Figure 1. Signal wires on met1.
Scale bar: 50 um.
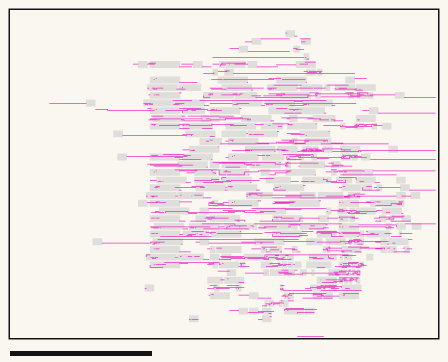
Figure 2. Metal 2.
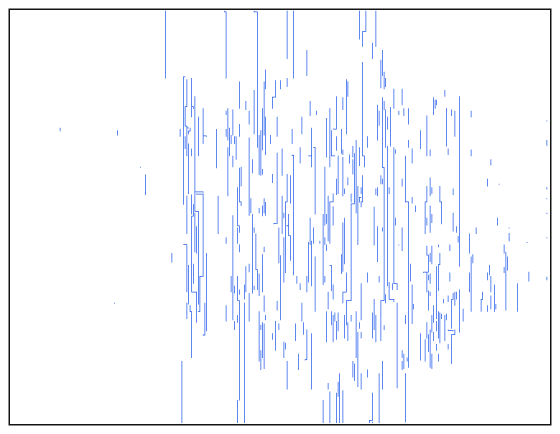
$ cat config.mk
export PLATFORM = sky130hd
export DESIGN_NAME = sample_source
export DESIGN_NICKNAME = d
export VERILOG_FILES = /design/src/rtl/sample_source_pkg.sv /design/src/rtl/sample_source_sync_fifo.sv /design/src/rtl/sample_source.sv
export SDC_FILE = /design/constraint.sdc
export NUM_CORES = 1
export LEC_CHECK = 0
export CORE_ASPECT_RATIO = 0.75
export CORE_MARGIN = 5
export CORE_UTILIZATION = 25
export DETAILED_ROUTE_END_ITERATION = 10
export HOLD_SLACK_MARGIN = 0.1
export SYNTH_ARGS = -nofsm -noshare
export SYNTH_HDL_FRONTEND = slang
export SYNTH_HIERARCHICAL = 1
export SYNTH_SLANG_ARGS = --single-unit
$ cat constraint.sdc
create_clock -name clk -period 2.8 [get_ports clk]
set_input_delay 0.28 -clock clk [delete_from_list [all_inputs] [get_ports clk]]
set_output_delay 0.28 -clock clk [all_outputs]
set_load 0.01 [all_outputs]
$ cat src/rtl/sample_source_pkg.sv
// Shared definitions for the sample req/ack handshake between sample_source and the rate-conversion filter.
package sample_source_pkg;

    localparam int DWIDTH_DEF = 16;

    typedef enum logic [1:0] {
        IDLE = 2'd0,
        ACK  = 2'd1,
        REL  = 2'd2
    } hs_state_t;

    // A sample changes hands on any posedge where both sides are high; the filter uses the same rule.
    function automatic logic hs_transfer(input logic req, input logic ack);
        return req & ack;
    endfunction

endpackage

$ cat src/rtl/sample_source_sync_fifo.sv
// Small synchronous FIFO. The head entry is always visible on rdata, so the consumer registers it on the pop edge.
module sync_fifo #(
    parameter int DWIDTH    = 16,
    parameter int DEPTH_LOG = 2
) (
    input  logic                 clk,
    input  logic                 rst,
    input  logic                 push,
    input  logic                 pop,
    input  logic [0:DWIDTH-1]    wdata,
    output logic [0:DWIDTH-1]    rdata,
    output logic [DEPTH_LOG:0]   level,
    output logic                 full,
    output logic                 empty
);

    localparam int DEPTH = 1 << DEPTH_LOG;

    logic [0:DWIDTH-1]    mem [DEPTH];
    logic [DEPTH_LOG-1:0] wr_ptr;
    logic [DEPTH_LOG-1:0] rd_ptr;
    logic                 do_push;
    logic                 do_pop;

    assign full    = (level == (DEPTH_LOG+1)'(DEPTH));
    assign empty   = (level == '0);
    // A push at full is dropped even when a pop frees a slot in the same cycle.
    assign do_push = push && !full;
    assign do_pop  = pop && !empty;
    assign rdata   = mem[rd_ptr];

    always_ff @(posedge clk) begin
        if (do_push) begin
            mem[wr_ptr] <= wdata;
        end
    end

    always_ff @(posedge clk) begin
        if (rst) begin
            wr_ptr <= '0;
            rd_ptr <= '0;
            level  <= '0;
        end else begin
            if (do_push) begin
                wr_ptr <= wr_ptr + 1'b1;
            end
            if (do_pop) begin
                rd_ptr <= rd_ptr + 1'b1;
            end
            case ({do_push, do_pop})
                2'b10:   level <= level + 1'b1;
                2'b01:   level <= level - 1'b1;
                default: level <= level;
            endcase
        end
    end

endmodule

$ cat src/rtl/sample_source.sv
// Buffers an upstream valid/ready sample stream and answers each filter req with one ack and one sample, in order.
//
// state | meaning
// IDLE  | ack low; pop the FIFO head into data_out on req when not empty
// ACK   | ack high, data_out stable; req high transfers, req low drops the sample
// REL   | ack low; wait for req to fall so one request never gets two acks
module sample_source
    import sample_source_pkg::*;
#(
    parameter int DWIDTH    = DWIDTH_DEF,
    parameter int DEPTH_LOG = 2
) (
    input  logic                 clk,
    input  logic                 rst,
    input  logic                 in_valid,
    output logic                 in_ready,
    input  logic [0:DWIDTH-1]    in_data,
    input  logic                 req,
    output logic                 ack,
    output logic [0:DWIDTH-1]    data_out,
    output logic [DEPTH_LOG:0]   level,
    output logic                 underrun
);

    hs_state_t         state;
    hs_state_t         state_next;
    logic              fifo_full;
    logic              fifo_empty;
    logic              fifo_push;
    logic              fifo_pop;
    logic [0:DWIDTH-1] fifo_rdata;
    logic              ack_next;
    logic              set_underrun;

    assign in_ready  = !fifo_full;
    assign fifo_push = in_valid && in_ready;

    sync_fifo #(
        .DWIDTH    (DWIDTH),
        .DEPTH_LOG (DEPTH_LOG)
    ) u_fifo (
        .clk   (clk),
        .rst   (rst),
        .push  (fifo_push),
        .pop   (fifo_pop),
        .wdata (in_data),
        .rdata (fifo_rdata),
        .level (level),
        .full  (fifo_full),
        .empty (fifo_empty)
    );

    always_ff @(posedge clk) begin
        if (rst) begin
            state    <= IDLE;
            ack      <= 1'b0;
            data_out <= '0;
            underrun <= 1'b0;
        end else begin
            state <= state_next;
            ack   <= ack_next;
            if (fifo_pop) begin
                data_out <= fifo_rdata;
            end
            if (set_underrun) begin
                underrun <= 1'b1;
            end
        end
    end

    always_comb begin
        state_next = state;
        case (state)
            IDLE:    if (req && !fifo_empty) state_next = ACK;
            ACK:     state_next = hs_transfer(req, ack) ? REL : IDLE;
            REL:     if (!req) state_next = IDLE;
            default: state_next = IDLE;
        endcase
    end

    // A withdrawn request in ACK loses the already-popped sample, so it counts as an underrun too.
    always_comb begin
        fifo_pop     = (state == IDLE) && req && !fifo_empty;
        set_underrun = ((state == IDLE) && req && fifo_empty) ||
                       ((state == ACK) && !req);
        ack_next     = (state_next == ACK);
    end

endmodule

==> flow_summary.ini <==
; implementation run metrics
[critical_path]
cp_data_arrival_time_ns = 2.61
worstSetupPathType = register to register
cp-end-kind = register
crit_chain = nor3_1, nor4b_4, o31ai_1, inv_1, ha_1, inv_1, fa_1, xor2_1, or3_1, a21oi_1
path_common_cell = inv_1
crit_slowest_cell = dfxtp_1
cp_max_fo = 6
start_kind = register
critical_path_buf_inv_count = 2
crit_family = simple AND/OR/NAND/NOR gates
cp.required_ns = 3.07

[synth]
ys.flop_type = edfxtp_1
postSynthCellCount = 225
synthesis.nets = 251
syn_avg_cell_area_um2 = 16.6
synthSimpleGateAreaFrac = 0.103
edf_count = 64
aoi_share = 0.0151
synth-async-reset-ratio = 0
topCombFamilyByArea = multiplexers
ys_warn_count = 6
ys_sh_xor = 0.00704
synthesis.area_um2 = 3730
ys_ff = 93
seq_area_frac_synth = 0.671
ys_area_um2 = 3730

[flow_run]
warning_count = 29

[cts]
ctsResizeCount = 0
cts_setup_buffers = 0
clk_latency_ns = 0.34
cts_hold_buf = 0
cts_tree = done
cts.reportedPaths.clkPinSlew_ns = 0.07
htreeDepth = 3
cts_buffer_depth = 2
numCtsBuffers = 9
cts_sinks = 93
root_buffer = clkbuf_16

[floorplan]
io_pins = 42
die_area_um2 = 17500
fp_util = 0.256
rows = 38
core_um2 = 14500
die_y_um = 116

[placement]
post-dp-hpwl_um = 4450
placed_cell_area_um2 = 4360
gp_congestion = 0.632
dpl.cell_count = 463
portBuffers = 41
pre_cts_slack_ns = 0.257

[status]
run_status = completed

[final_layout]
instances_no_fill = 479
flop_area_um2 = 2500
signal_buffers = 48
ff_count = 93
diodes = 0
clock_area_frac = 0.0672
comb_area_um2 = 1100
final_cell_mix = 64 x edfxtp_1, 41 x clkdlybuf4s50_1, 35 x nand2b_1
top_register = u_fifo/mem
nets = 300
inverters_excl_clock = 10
final-nonclk-buf-share = 0.0991
largest_reg_flops = 64
fin_area_um2 = 4670
sh_comb_area = 0.236
n_clock_buffer = 9
final_common_cell = edfxtp_1
nFillCells = 1441

[route]
met1_length_um = 3110
ant_nets = 0
highest_layer = met5
met3_length_um = 582
wl_um = 6720
wl_per_cell_um = 14.0
drt_iter0_markers = 84
dr.pass1.iters = 4
via_per_inst = 3.94
dr_wl_met2_um = 2890

[power]
power_frac_comb = 0.225
powerComb_uw = 866
power-per-cell-area_nw_per_um2 = 823
seq_power_mw = 1.76
p_clk_frac = 0.316
vdd_ir_drop_max_mv = 0.302
power_leader = sequential cells
clk-power_mw = 1.21
internal-power_mw = 2.77

[sta]
whs_ns = 0.476
fmax_mhz = 427
setup_viol = 0
rsz0062_at_grt = no
final.min_clock_period_ns = 2.34
period_used_share = 0.837
finalClockSkew_ns = 0.00584
slew_headroom = 0.493
final-hold-violation-count = 0

[worst_hold_path]
hold_path.class = register to register

[global_route]
busiest_layer = met2
grt_pass1_vias = 1903
grt_use_met1 = 0.103
grt_start_max_net_pins = 46
antenna_found_initial = 3
grt.overflow.total = 0
grt_use_total = 0.0808
About Figure 1:
nets with wire on the layer: 275
main direction: horizontal
longest straight run: 49.7 um
share of all routed wire: 46%
wire length on this layer: 3110 um

About Figure 2:
main direction: vertical
share of all routed wire: 43%
nets with wire on the layer: 249
longest straight run: 47.6 um
wire length on this layer: 2890 um

-- Yosys cell counts (all sizes together), types with 4 or more instances --
cell | n | area share
edfxtp | 64 | 0.52
nand2b | 35 | 0.059
dfxtp | 29 | 0.16
mux2i | 17 | 0.046
mux4 | 16 | 0.10
inv | 10 | 0.010
buf | 7 | 0.020
nor2 | 6 | 0.0060
a21oi | 5 | 0.0067
ha | 5 | 0.017
and2 | 4 | 0.0067
nor2b | 4 | 0.0067
-- path summary, 6_finish.rpt --
check	startpoint	endpoint	slack (ns)	depth (start not counted)
max	u_fifo/level[0]	u_fifo/level[2]	0.46	10
max reg2reg	u_fifo/level[0]	u_fifo/level[2]	0.46	10
min	data_out[10]	data_out[10]	0.48	2
min reg2reg	data_out[10]	data_out[10]	0.48	2
No activity file was given, so power comes from the tool's default toggle rates.
